--- src/rtl/posit_pkg.sv ---
// Shared posit (N=32, ES=3) constants and FSM encodings.
// Used by both the decoder and the encoder.
package posit_pkg;

    localparam int N  = 32;
    localparam int ES = 3;
    localparam int KW = 6;

    localparam logic [N-1:0] ZERO = 32'h0000_0000;
    localparam logic [N-1:0] NAR  = 32'h8000_0000;

    typedef enum logic [2:0] {
        S_IDLE   = 3'd0,
        S_SIGN   = 3'd1,
        S_REGIME = 3'd2,
        S_EXP    = 3'd3,
        S_MANT   = 3'd4,
        S_DONE   = 3'd5
    } state_e;

    // Regime value from run polarity and run length.
    function automatic logic signed [KW-1:0] regime_k(
        input logic          ones,
        input logic [KW-1:0] len
    );
        return ones ? $signed(len - 6'd1) : $signed(-len);
    endfunction

endpackage

--- src/rtl/posit_decoder.sv ---
// Bit-serial posit decoder: one body bit per cycle,
// sign-magnitude layout, result held until received.
module posit_decoder
    import posit_pkg::*;
(
    input  logic                 clk,
    input  logic                 rst,
    input  logic                 start,
    input  logic                 received,
    input  logic [N-1:0]         posit_in,
    output logic                 sign_out,
    output logic signed [KW-1:0] k_out,
    output logic [ES-1:0]        exp_out,
    output logic [N-1:0]         mantissa_out,
    output logic                 is_zero,
    output logic                 is_nar,
    output logic                 done
);

    state_e        state_q;
    logic [N-1:0]  word_q;
    logic [4:0]    idx_q;
    logic [KW-1:0] run_q;
    logic [1:0]    ecnt_q;
    logic [4:0]    mptr_q;
    logic          hold_q;

    logic          cur_bit;
    logic          run_bit;
    logic [KW-1:0] run_d;
    logic          last;

    // Current body bit, regime polarity and next run length.
    always_comb begin
        cur_bit = word_q[idx_q];
        run_bit = word_q[N-2];
        run_d   = run_q + 6'd1;
        last    = (idx_q == 5'd0);
    end

    // Decode FSM walking the latched word from bit 31 down to bit 0.
    always_ff @(posedge clk or negedge rst) begin
        if (!rst) begin
            state_q      <= S_IDLE;
            word_q       <= '0;
            idx_q        <= 5'd31;
            run_q        <= '0;
            ecnt_q       <= '0;
            mptr_q       <= 5'd31;
            hold_q       <= 1'b0;
            sign_out     <= 1'b0;
            k_out        <= '0;
            exp_out      <= '0;
            mantissa_out <= '0;
            is_zero      <= 1'b0;
            is_nar       <= 1'b0;
            done         <= 1'b0;
        end else begin
            case (state_q)
                S_IDLE: begin
                    done <= 1'b0;
                    if (start) begin
                        word_q       <= posit_in;
                        idx_q        <= 5'd31;
                        run_q        <= '0;
                        ecnt_q       <= '0;
                        mptr_q       <= 5'd31;
                        sign_out     <= 1'b0;
                        k_out        <= '0;
                        exp_out      <= '0;
                        mantissa_out <= '0;
                        is_zero      <= 1'b0;
                        is_nar       <= 1'b0;
                        if (posit_in[N-2:0] == '0) begin
                            // Special words settle one extra cycle
                            is_zero <= (posit_in == ZERO);
                            is_nar  <= (posit_in == NAR);
                            hold_q  <= 1'b1;
                            state_q <= S_DONE;
                        end else begin
                            state_q <= S_SIGN;
                        end
                    end
                end
                S_SIGN: begin
                    sign_out <= word_q[N-1];
                    idx_q    <= 5'd30;
                    state_q  <= S_REGIME;
                end
                S_REGIME: begin
                    if (cur_bit == run_bit) begin
                        run_q <= run_d;
                        if (last) begin
                            k_out   <= regime_k(run_bit, run_d);
                            state_q <= S_DONE;
                        end else begin
                            idx_q <= idx_q - 5'd1;
                        end
                    end else begin
                        k_out <= regime_k(run_bit, run_q);
                        if (last) begin
                            state_q <= S_DONE;
                        end else begin
                            idx_q   <= idx_q - 5'd1;
                            state_q <= S_EXP;
                        end
                    end
                end
                S_EXP: begin
                    exp_out[2'd2 - ecnt_q] <= cur_bit;
                    ecnt_q <= ecnt_q + 2'd1;
                    if (last) begin
                        state_q <= S_DONE;
                    end else begin
                        idx_q <= idx_q - 5'd1;
                        if (ecnt_q == 2'd2) begin
                            state_q <= S_MANT;
                        end
                    end
                end
                S_MANT: begin
                    mantissa_out[mptr_q] <= cur_bit;
                    mptr_q <= mptr_q - 5'd1;
                    if (last) begin
                        state_q <= S_DONE;
                    end else begin
                        idx_q <= idx_q - 5'd1;
                    end
                end
                S_DONE: begin
                    if (hold_q) begin
                        hold_q <= 1'b0;
                    end else if (!done) begin
                        done <= 1'b1;
                    end else if (received) begin
                        done    <= 1'b0;
                        state_q <= S_IDLE;
                    end
                end
                default: begin
                    done    <= 1'b0;
                    state_q <= S_IDLE;
                end
            endcase
        end
    end

endmodule

--- config.mk ---
export PLATFORM = sky130hd
export DESIGN_NAME = posit_decoder
export DESIGN_NICKNAME = d
export VERILOG_FILES = /design/src/rtl/posit_pkg.sv /design/src/rtl/posit_decoder.sv
export SDC_FILE = /design/constraint.sdc
export NUM_CORES = 1
export LEC_CHECK = 0
export CELL_PAD_IN_SITES_DETAIL_PLACEMENT = 0
export CELL_PAD_IN_SITES_GLOBAL_PLACEMENT = 1
export CORE_AREA = 3 3 116 118
export DETAILED_ROUTE_END_ITERATION = 10
export DIE_AREA = 0 0 119 121
export PLACE_DENSITY_LB_ADDON = 0.25
export SYNTH_ARGS = -nofsm -noshare
export SYNTH_HDL_FRONTEND = slang
export SYNTH_SLANG_ARGS = --single-unit
--- constraint.sdc ---
create_clock -name clk -period 3.49 [get_ports clk]
set_input_delay 1.047 -clock clk [delete_from_list [all_inputs] [get_ports clk]]
set_output_delay 1.047 -clock clk [all_outputs]
set_load 0.005 [all_outputs]
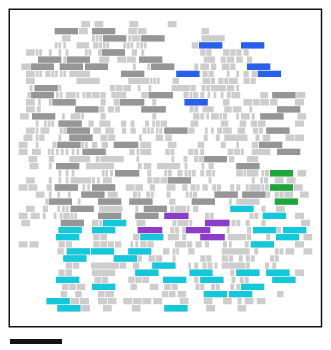
run_1/flops_by_reg.png
Bar = 20 um. Other sequential cells in the stronger grey, the rest of the logic in the fainter grey.
legend:
  `mptr_q`:
    colour: purple
    sequential_cells: 5
  `exp_out`:
    colour: green
    sequential_cells: 3
  `run_q`:
    colour: blue
    sequential_cells: 6
  `mantissa_out`:
    colour: cyan
    sequential_cells: 32
    where: a horizontal strip, bottom
not coloured: 53
Seq/total area: 38.60%
final core utilization: 51.32%
Power Sequential: 1910 uW
Seq. cell area: 2490 um2

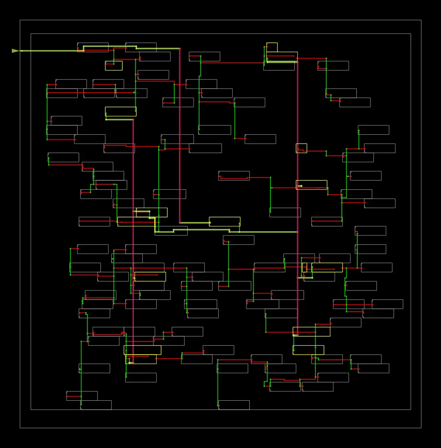
run_1/clocks.png
CLK BUF: 11
P_clk: 1170 uW
clock sink count: 99
flop count: 99
Latency at later pin: 0.35 ns

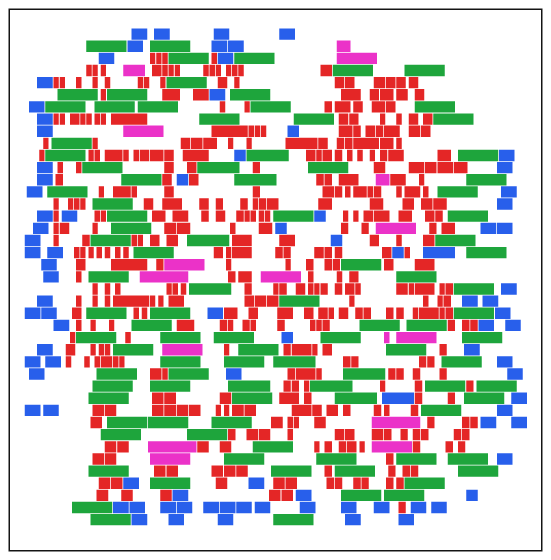
run_1/placement_by_type.png
legend:
  combinational and other logic:
    colour: red
    cells: 422
    share_of_their_area: 40%
  other buffers and delay cells:
    colour: blue
    cells: 90
    share_of_their_area: 14%
  flops:
    colour: green
    cells: 99
    share_of_their_area: 40%
  clock drivers and dummy loads:
    colour: magenta
    cells: 16
    share_of_their_area: 5.6%

==> impl_metrics.env, run 1 <==
# source this file to load flow results
export IMPL_edf_count=0
export IMPL_track_usage_pct=18.26
export IMPL_synth_seq_cells=99
export IMPL_cts_resized=0
export IMPL_cts_buffers=9
export IMPL_crit_slowest_cell="dfstp_2"
export IMPL_rsz0062_at_grt="no"
export IMPL_rows=41
export IMPL_die_y_um=121
export IMPL_ys_cells=561
export IMPL_dr_pass1_iters=5
export IMPL_synth_chip_area_um2=5141
export IMPL_dpl_instance_area_um2=6100
export IMPL_ys_types=58
export IMPL_outcome="finished clean"
export IMPL_finalHoldViolCount=0
export IMPL_layout_area_overhead_vs_synth_pct=25.46
export IMPL_num_fill_cells=1166
export IMPL_finalWorstSetupSlack_ns=0.5282
export IMPL_cp_startpoint="idx_q[0]"
export IMPL_holdPathStages=2
export IMPL_vias_per_cell=5.437
export IMPL_end_kind="register"
export IMPL_drtIter0Drc=246
export IMPL_maxSlewHeadroom_pct=54.44
export IMPL_grt_pass1_wl_mm=21.24
export IMPL_ant_nets=0
export IMPL_maxSlewViolCount=0
export IMPL_fin_skew_ns=0.006699
export IMPL_cap_viol_max_count=0
export IMPL_drive_gt1_share_pct=8.612
export IMPL_core_area_um2=12570
export IMPL_place_congestion=0.8040
export IMPL_min_from="word_q[7]"
export IMPL_postCtsSetupRepairBufs=0
export IMPL_critPathBufInv=1
export IMPL_postCtsHoldBufs=0
export IMPL_num_io_pins=81
export IMPL_io_buffers=80
export IMPL_r2r_end="k_out[0]"
export IMPL_fin_crit_sh_pct=84.87
export IMPL_min_path_type="register to register"
export IMPL_worst_pin_slew_ns=0.6782
export IMPL_cp_start_kind="register"
export IMPL_avgSynthCellArea_um2=9.164
export IMPL_fin_crit_ns=2.962
export IMPL_ff2ff_path_depth=8
export IMPL_clk_pin_slew_ns=0.07
export IMPL_vias=4344
export IMPL_arrival_ns=3.25
export IMPL_antenna_cells=0
export IMPL_ir_drop_uv=356.3
export IMPL_max_freq_mhz=337.6
export IMPL_reg2reg_slack_ns=0.53
export IMPL_synth_net_count=608
export IMPL_crit_chain="mux4_2 -> a22oi_1 -> o41ai_2 -> buf_4 -> nor2_8 -> mux2i_1 -> or2_0 -> a22o_1"
export IMPL_yosysSeqAreaShare_pct=48.43
export IMPL_yosysWarnings=0
export IMPL_mostFrequentLayoutCells="nand2_1, dfrtp_1, clkdlybuf4s50_1, nand3_1, o21ai_0"
export IMPL_synth_area_um2=5141
export IMPL_routed_wl_mm=12.57
export IMPL_required_ns=3.78
export IMPL_async_flop_share_pct=100.0
export IMPL_whs_endpoint="word_q[7]"
export IMPL_cp_max_fo=13
export IMPL_power_uw=5332
export IMPL_path_delay_family="multiplexers"
export IMPL_power_density_nw_per_um2=826.7
export IMPL_drcViolationCount=0
export IMPL_antenna_found_initial=0
export IMPL_p_leak_uw=0.002809
[run 1: power breakdown]
| group | internal (uW) | switching, uW | total (uW) |
|---|---|---|---|
| combinational | 982 | 1270 | 2250 |
| clock | 726 | 448 | 1170 |
| sequential | 1530 | 379 | 1910 |
[run 1: Yosys cell counts (2+ instances only)]
| library cell | number | area [um2] |
|---|---|---|
| nor4_1 | 8 | 50.05 |
| nor2b_1 | 9 | 56.30 |
| nand2_1 | 124 | 465.5 |
| a22o_1 | 3 | 26.28 |
| dfrtp_1 | 89 | 2227 |
| a21o_1 | 4 | 30.03 |
| or3b_2 | 2 | 17.52 |
| xor2_1 | 3 | 26.28 |
| nand2b_1 | 3 | 18.77 |
| nand3b_1 | 4 | 30.03 |
| and3_1 | 7 | 43.79 |
| buf_2 | 4 | 20.02 |
| a211oi_1 | 2 | 15.01 |
| a22oi_1 | 2 | 15.01 |
| o21ai_1 | 6 | 30.03 |
| nand4_1 | 2 | 12.51 |
| clkbuf_1 | 32 | 120.1 |
| nor3_1 | 14 | 70.07 |
| inv_1 | 12 | 45.04 |
| mux4_2 | 4 | 90.09 |
| mux2i_1 | 5 | 50.05 |
| a2111oi_0 | 2 | 17.52 |
| and3b_1 | 2 | 17.52 |
| mux2_2 | 3 | 33.78 |
| a21oi_1 | 15 | 75.07 |
| o31ai_1 | 22 | 165.2 |
| nor2_1 | 17 | 63.81 |
| and2_1 | 3 | 18.77 |
| a32o_1 | 3 | 30.03 |
| o21ai_0 | 32 | 160.2 |
| o211ai_1 | 19 | 142.6 |
| buf_1 | 3 | 11.26 |
| or3_1 | 3 | 18.77 |
| o21a_1 | 2 | 15.01 |
| ha_1 | 11 | 137.6 |
| nand3_1 | 33 | 165.2 |
| xnor2_1 | 3 | 26.28 |
| o22ai_1 | 7 | 43.79 |
| a31oi_1 | 12 | 75.07 |
| dfstp_2 | 10 | 262.8 |
| nor3b_1 | 3 | 22.52 |
[run 1: layout make-up]
cell class	instances	area (um2)	share of cell area, %
sequential	99	2490	38.60
multi-input combinational	409	2447	37.94
timing repair buffer	90	898.4	13.93
clock buffer	11	242.7	3.763
tap	172	215.2	3.337
clock inverter	5	107.6	1.668
inverter	13	48.80	0.7565
[run 1: registers in the layout, summed over array words and instances (netlist names)]
name          count
done              1
ecnt_q            2
exp_out           3
hold_q            1
idx_q             5
is_nar            1
is_zero           1
k_out             6
mantissa_out     32
mptr_q            5
run_q             6
sign_out          1
state_q           3
word_q           32
[run 1: routing by layer]
| layer | share of wire (%) | track usage [%] | vias to the layer above | routed length, um |
|---|---|---|---|---|
| met4 | 1.7 | 6.951 | 0 | 217 |
| met1 | 48 | 25.82 | 2120 | 6008 |
| met3 | 4.1 | 3.217 | 13 | 512 |
| li1 | - | - | 2126 | - |
| met2 | 46 | 28.08 | 85 | 5834 |
| met5 | 0 | 0 | - | 0 |
[run 1: logic make-up after synthesis]
kind of cell | synth area share [%]
flip-flops | 48.43
multiplexers | 3.602
buffers and inverters | 4.113
adder cells (fa/ha/maj) | 2.677
XOR/XNOR | 1.339
AND/OR/NAND/NOR | 21.83
AND-OR/OR-AND | 18.01
run_1/clk_routes.png
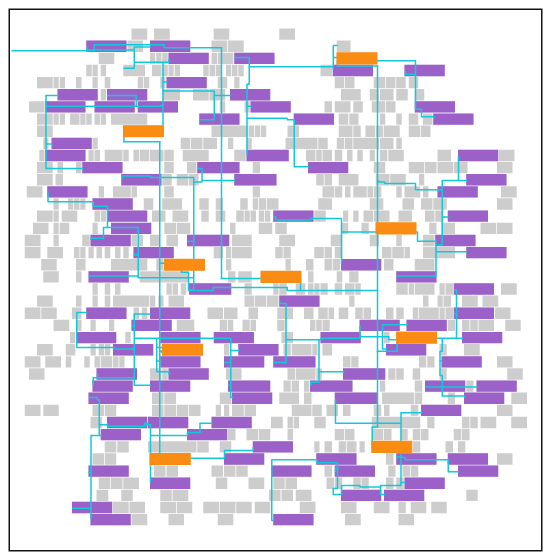

==> run 2, diff against run 1 <==
==> constraint.sdc (replaced) <==
create_clock -name clk -period 2.77 [get_ports clk]
set_input_delay 0.831 -clock clk [delete_from_list [all_inputs] [get_ports clk]]
set_output_delay 0.831 -clock clk [all_outputs]
set_load 0.005 [all_outputs]
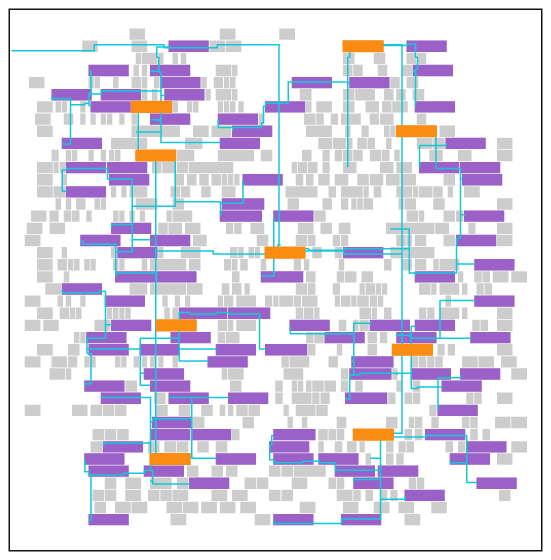
run_2/clk_routes.png
legend:
  clock wires:
    colour: cyan
    length: 1,320 um
  clock drivers:
    colour: orange
    count: 9
  flip-flops:
    colour: purple
    count: 99
flops lie: spread over the die
routed clock nets: 10
P_clk: 1390 uW
Worst Clk Skew: 0.005727 ns
clock power share: 20.2%

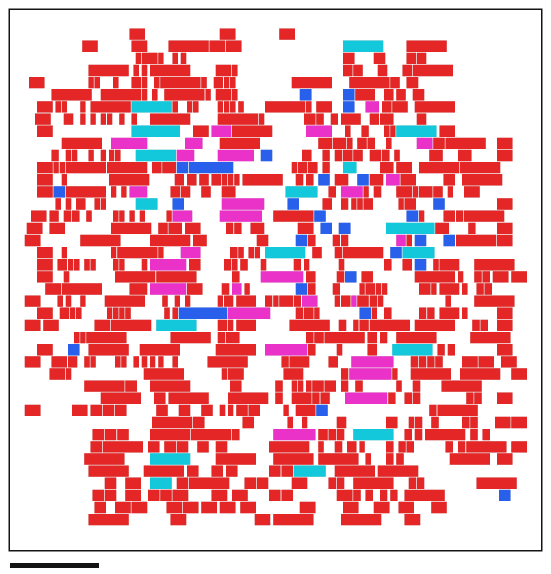
run_2/sizes.png
Bar = 20 um.
legend:
  _3 and _4 cells:
    colour: blue
    cells: 28
  _6 and larger:
    colour: cyan
    cells: 17
  _0 and _1 cells:
    colour: red
    cells: 571
  _2 cells:
    colour: magenta
    cells: 28

==> run 2 against run 1 <==
  * Via count fell by 1.7%
  * Combinational power rose by about 40%
  * Non-clock buffer count rose by 17
  * Register-to-register slack got worse by 0.39 ns
  * Wire length rose by 0.67%
  * Clock skew fell by 0.00097 ns
  * Global-route usage rose by 0.38 points
  * Hold slack got worse by 0.060 ns
  * Synthesized cell count did not move
  * Power rose by 29%
==> impl_metrics.env, run 2 <==
# source this file to load flow results
export IMPL_antenna_cells=0
export IMPL_rows=41
export IMPL_grt_start_max_net_pins=60
export IMPL_reg2reg_slack_ns=0.13
export IMPL_p_leak_uw=0.002883
export IMPL_worst_pin_slew_ns=0.5314
export IMPL_cts_buffer_depth=2
export IMPL_vias=4271
export IMPL_num_fill_cells=1196
export IMPL_rsz0062_at_grt="no"
export IMPL_yosys_cell_count_top_type="nand2_1"
export IMPL_finalHoldViolCount=0
export IMPL_mostFrequentLayoutCells="nand2_1, dfrtp_1, clkdlybuf4s50_1, nand3_1, o21ai_0"
export IMPL_tritoncts="yes"
export IMPL_critPathKind="register to register"
export IMPL_async_flop_share_pct=100.0
export IMPL_end_kind="register"
export IMPL_crit_chain="mux4_2 -> a22oi_2 -> o31ai_2 -> buf_4 -> nor2_8 -> buf_4 -> xor2_2 -> buf_4 -> a21o_1 -> a31oi_1"
export IMPL_power_uw=6879
export IMPL_critPathMaxStageDelay_ns=0.67
export IMPL_required_ns=2.99
export IMPL_synth_chip_area_um2=5141
export IMPL_max_freq_mhz=379.3
export IMPL_synth_area_um2=5141
export IMPL_cp_max_fo=8
export IMPL_layout_area_overhead_vs_synth_pct=28.08
export IMPL_yosysSeqAreaShare_pct=48.43
export IMPL_maxSlewViolCount=0
export IMPL_clk_pin_slew_ns=0.07
export IMPL_avgSynthCellArea_um2=9.164
export IMPL_ys_cells=561
export IMPL_power_density_nw_per_um2=1045
export IMPL_die_y_um=121
export IMPL_layout_top_cell="nand2_1"
export IMPL_cts_num_sinks=99
export IMPL_track_usage_pct=18.64
export IMPL_postLayoutCoreUtil_pct=52.39
export IMPL_cap_viol_max_count=0
export IMPL_cp_start_kind="register"
export IMPL_fin_crit_ns=2.636
export IMPL_synth_net_count=608
export IMPL_core_area_um2=12570
export IMPL_top_area_cell="dfrtp_1"
export IMPL_dpl_instance_area_um2=6212
export IMPL_cts_root_buffer="clkbuf_16"
export IMPL_top_area_share_pct=43.32
export IMPL_maxSlewHeadroom_pct=64.20
export IMPL_reg_largest_list="mantissa_out: 32 flops, word_q: 32 flops"
export IMPL_top_cells_by_area="dfrtp_1, nand2_1, dfstp_2"
export IMPL_crit_slowest_cell="dfstp_2"
export IMPL_drcViolationCount=0
export IMPL_grt_overflow_total=0
export IMPL_outcome="finished clean"
export IMPL_antenna_found_initial=0
export IMPL_ys_types=58
export IMPL_drtIter0Drc=293
export IMPL_min_path_type="input pin to async pin"
export IMPL_ir_drop_uv=440.6
export IMPL_cts_buffers=9
export IMPL_common_cells="nand2_1, dfrtp_1, nand3_1, clkbuf_1, o21ai_0"
export IMPL_vias_per_cell=5.234
export IMPL_nets=686
export IMPL_arrival_ns=2.85
export IMPL_grt_pass1_wl_mm=21.35
export IMPL_ff2ff_path_depth=10
export IMPL_edf_count=0
export IMPL_clk_latency_ns=0.35
export IMPL_routed_wl_mm=12.66
export IMPL_synth_seq_cells=99
export IMPL_design_area_um2=6585
export IMPL_num_io_pins=81
export IMPL_dp_hpwl_mm=8.867
export IMPL_drive_gt1_share_pct=11.34
export IMPL_io_buffers=80
export IMPL_place_congestion=0.8373
export IMPL_ant_nets=0
export IMPL_fin_crit_sh_pct=95.17
export IMPL_hold_ws_ns=0.4115
export IMPL_dr_pass1_iters=4
export IMPL_postCtsHoldBufs=0
export IMPL_yosysWarnings=0
export IMPL_r2r_end="run_q[4]"
## run 2: cell counts after synthesis
No cell type changed its count.
## run 2: per-layer routing
| metal | up-vias | GRT usage (%) | wire length [um] |
|---|---|---|---|
| met4 | 0 | 6.951 | 200 |
| met1 | 2029 | 26.16 | 6073 |
| met5 | - | 0 | 0 |
| met3 | 11 | 3.357 | 634 |
| met2 | 77 | 28.93 | 5748 |
| li1 | 2154 | - | - |
## run 2: final cells by class
cell class                      count  area, um2  share of cell area [%]
Sequential cell                    99       2494                   37.87
Multi-Input combinational cell    409       2472                   37.55
Timing Repair Buffer              107       1026                   15.58
Clock buffer                       13      260.3                   3.952
Tap cell                          172      215.2                   3.268
Clock inverter                      3      68.82                   1.045
Inverter                           13      48.80                  0.7410
## run 2: per-stage QoR
stage	setup TNS [ns]	setup slack [ns]
finish	0	0.1337
global route	0	0.008933
CTS	0	0.01213
detailed placement	-0.8522	-0.2271
global placement	-0.7171	-0.2213
floorplan	0	0.1546
## run 2: kinds of logic (layout without fill, tap and decap cells)
group	after synthesis	after routing	share of synthesized area (%)
muxes	13	13	3.602
AOI/OAI and AO/OA	139	139	18.01
DFF	99	99	48.43
xor gates and xnor gates	7	7	1.339
and+or+nand+nor	239	239	21.83
adders and majority gates	11	11	2.677
buffers and inverters	53	136	4.113
## run 2: what timing repair did
item,4_1_cts,5_1_grt
setup buffers,2,0
endpoints found under the setup margin,9,22
gates resized,2,4
pin swaps,0,1
## run 2: worst max path at each step
stage                 start        to  slack (ns)
3_3_place_gp   posit_in[25]   is_zero       -0.22
6_report           idx_q[0]  run_q[4]        0.13
5_1_grt            idx_q[0]  run_q[4]       0.009
2_1_floorplan      idx_q[1]  k_out[4]        0.15
4_1_cts            idx_q[0]  k_out[4]        0.01
3_5_place_dp   posit_in[25]   is_zero       -0.23
## run 2: power breakdown
group	total, uW	internal, uW	leakage (uW)	switching [uW]
combinational	3140	1410	0.00144	1730
sequential	2350	1930	0.00128	423
clock	1390	845	0.000160	548
total	6880	4180	0.00288	2700
## run 2: critical path: cells and delay by family (launching register included)
family	cells	cell delay, ns
DFF	1	0.67
and+or+nand+nor	1	0.10
buffers and inverters	3	0.50
AOI/OAI and AO/OA	4	0.49
muxes	1	0.55
xor gates and xnor gates	1	0.18
==> run 3, diff against run 2 <==
--- a/config.mk
+++ b/config.mk
@@ -5,6 +5,7 @@
 export SDC_FILE = /design/constraint.sdc
 export NUM_CORES = 1
 export LEC_CHECK = 0
+export ABC_CLOCK_PERIOD_IN_PS = 2770
 export CELL_PAD_IN_SITES_DETAIL_PLACEMENT = 0
 export CELL_PAD_IN_SITES_GLOBAL_PLACEMENT = 1
 export CORE_AREA = 3 3 116 118
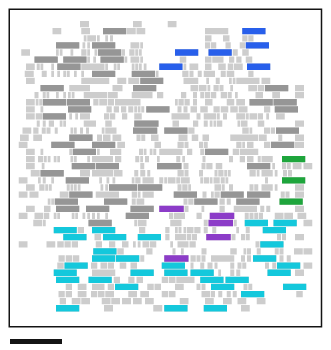
run_3/flops_by_reg.png
Bar = 20 um. Other sequential cells in the stronger grey, the rest of the logic in the fainter grey.
legend:
  `run_q`:
    colour: blue
    sequential_cells: 6
    where: top right
  `exp_out`:
    colour: green
    sequential_cells: 3
  `mptr_q`:
    colour: purple
    sequential_cells: 5
  `mantissa_out`:
    colour: cyan
    sequential_cells: 32
    where: a horizontal strip, bottom
not coloured: 53
Seq. cell area: 2494 um2
Power Sequential: 2350 uW

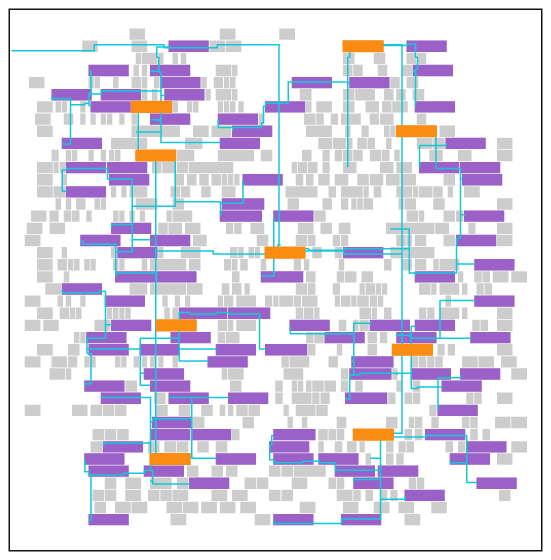
run_3/clk_routes.png
legend:
  clock wires:
    colour: cyan
    length: 1,320 um
  clock drivers:
    colour: orange
    count: 9
  flip-flops:
    colour: purple
    count: 99
flops lie: spread over the die
routed clock nets: 10

==> run 3 against run 2 <==
  * Cell area unchanged
  * Register-to-register slack hardly changed
  * Global-route usage unchanged
  * Hold slack did not move
  * Highest routed layer unchanged
  * Synthesized cell count stayed put
  * Area after synthesis is the same
  * Sequential power barely moved
  * First-iteration DRC count unchanged
  * Utilization did not move
==> impl_metrics.env, run 3 <==
# source this file to load flow results
export IMPL_worst_pin_slew_ns=0.5314
export IMPL_busiest_layer="met2"
export IMPL_power_uw=6879
export IMPL_avgSynthCellArea_um2=9.164
export IMPL_ff2ff_path_depth=10
export IMPL_end_kind="register"
export IMPL_path_delay_family="flip-flops"
export IMPL_yosysSeqAreaShare_pct=48.43
export IMPL_layout_top_cell="nand2_1"
export IMPL_cp_depth=10
export IMPL_yosys_cell_count_top_type="nand2_1"
export IMPL_antenna_found_initial=0
export IMPL_top_area_share_pct=43.32
export IMPL_required_ns=2.99
export IMPL_cts_buffer_depth=2
export IMPL_outcome="finished clean"
export IMPL_yosysWarnings=0
export IMPL_maxSlewHeadroom_pct=64.20
export IMPL_ys_cells=561
export IMPL_finalHoldViolCount=0
export IMPL_top_area_cell="dfrtp_1"
export IMPL_cap_viol_max_count=0
export IMPL_mostFrequentLayoutCells="nand2_1, dfrtp_1, clkdlybuf4s50_1, nand3_1, o21ai_0"
export IMPL_crit_chain="mux4_2 -> a22oi_2 -> o31ai_2 -> buf_4 -> nor2_8 -> buf_4 -> xor2_2 -> buf_4 -> a21o_1 -> a31oi_1"
export IMPL_max_freq_mhz=379.3
export IMPL_fin_skew_ns=0.005727
export IMPL_synth_chip_area_um2=5141
export IMPL_critPathBufInv=3
export IMPL_finalWorstSetupSlack_ns=0.1337
export IMPL_min_path_type="input pin to async pin"
export IMPL_antenna_cells=0
export IMPL_routed_wl_mm=12.66
export IMPL_synth_net_count=608
export IMPL_use_met1_pct=26.16
export IMPL_critPathKind="register to register"
export IMPL_tritoncts="yes"
export IMPL_clk_latency_ns=0.35
export IMPL_maxSlewViolCount=0
export IMPL_ant_nets=0
export IMPL_cp_max_fo=8
export IMPL_rows=41
export IMPL_num_fill_cells=1196
export IMPL_vias_per_cell=5.234
export IMPL_edf_count=0
export IMPL_cts_num_sinks=99
export IMPL_io_buffers=80
export IMPL_nets=686
export IMPL_synth_area_um2=5141
export IMPL_grt_start_max_net_pins=60
export IMPL_cp_start_kind="register"
export IMPL_synth_seq_cells=99
export IMPL_common_cells="nand2_1, dfrtp_1, nand3_1, clkbuf_1, o21ai_0"
export IMPL_drcViolationCount=0
export IMPL_dp_slack_ns=-0.2271
export IMPL_grt_overflow_total=0
export IMPL_layout_area_overhead_vs_synth_pct=28.08
export IMPL_grt_pass1_wl_mm=21.35
[run 3: cell counts in the layout (fill, tap and decap cells not counted)]
No cell type changed its count.
[run 3: final timing paths]
| path | from | end | slack [ns] |
|---|---|---|---|
| max in group asynchronous | rst | idx_q[4] | 1.67 |
| hold / removal | rst | mantissa_out[6] | 0.41 |
| min in group clk | word_q[1] | word_q[1] | 0.47 |
| hold reg to reg | word_q[1] | word_q[1] | 0.47 |
| setup reg to reg | idx_q[0] | run_q[4] | 0.13 |
| setup / recovery | idx_q[0] | run_q[4] | 0.13 |
[run 3: repair_timing]
item,in CTS,in global routing
hold buffers,0,0
setup buffers,2,0
pin swaps,0,1
setup endpoints to repair,9,22
resized,2,4
[run 3: final cells by class]
type | count | area share (%)
Clock buffer | 13 | 3.952
Clock inverter | 3 | 1.045
Inverter | 13 | 0.7410
Multi-Input combinational cell | 409 | 37.55
Sequential cell | 99 | 37.87
Tap cell | 172 | 3.268
Timing Repair Buffer | 107 | 15.58
[run 3: stage by stage]
step / area (um2) / cells
final: 6585 / 816
after global routing: 6585 / 816
after CTS: 6568 / 816
after detailed placement: 6212 / 798
after global placement: 6212 / 798
after floorplan: 5141 / 561
[run 3: power by group]
| group | leakage (uW) | switching [uW] | internal [uW] |
|---|---|---|---|
| Sequential | 0.00128 | 423 | 1930 |
| Combinational | 0.00144 | 1730 | 1410 |
| Clock | 0.000160 | 548 | 845 |
[run 3: metal layers]
metal  vias up  wire, um  part of all wire (%)
met4         0       200                   1.6
met3        11       634                   5.0
li1       2154         -                     -
met2        77      5748                    45
met1      2029      6073                    48
met5         -         0                     0
[run 3: logic make-up (layout without fill, tap and decap cells)]
family | count (synthesis) | in the layout | synth area share [%]
AND/OR/NAND/NOR | 239 | 239 | 21.83
AND-OR/OR-AND | 139 | 139 | 18.01
flip-flops | 99 | 99 | 48.43
buffers and inverters | 53 | 136 | 4.113
multiplexers | 13 | 13 | 3.602
adder cells (fa/ha/maj) | 11 | 11 | 2.677
XOR/XNOR | 7 | 7 | 1.339
Power is estimated from default activity; no workload was simulated.
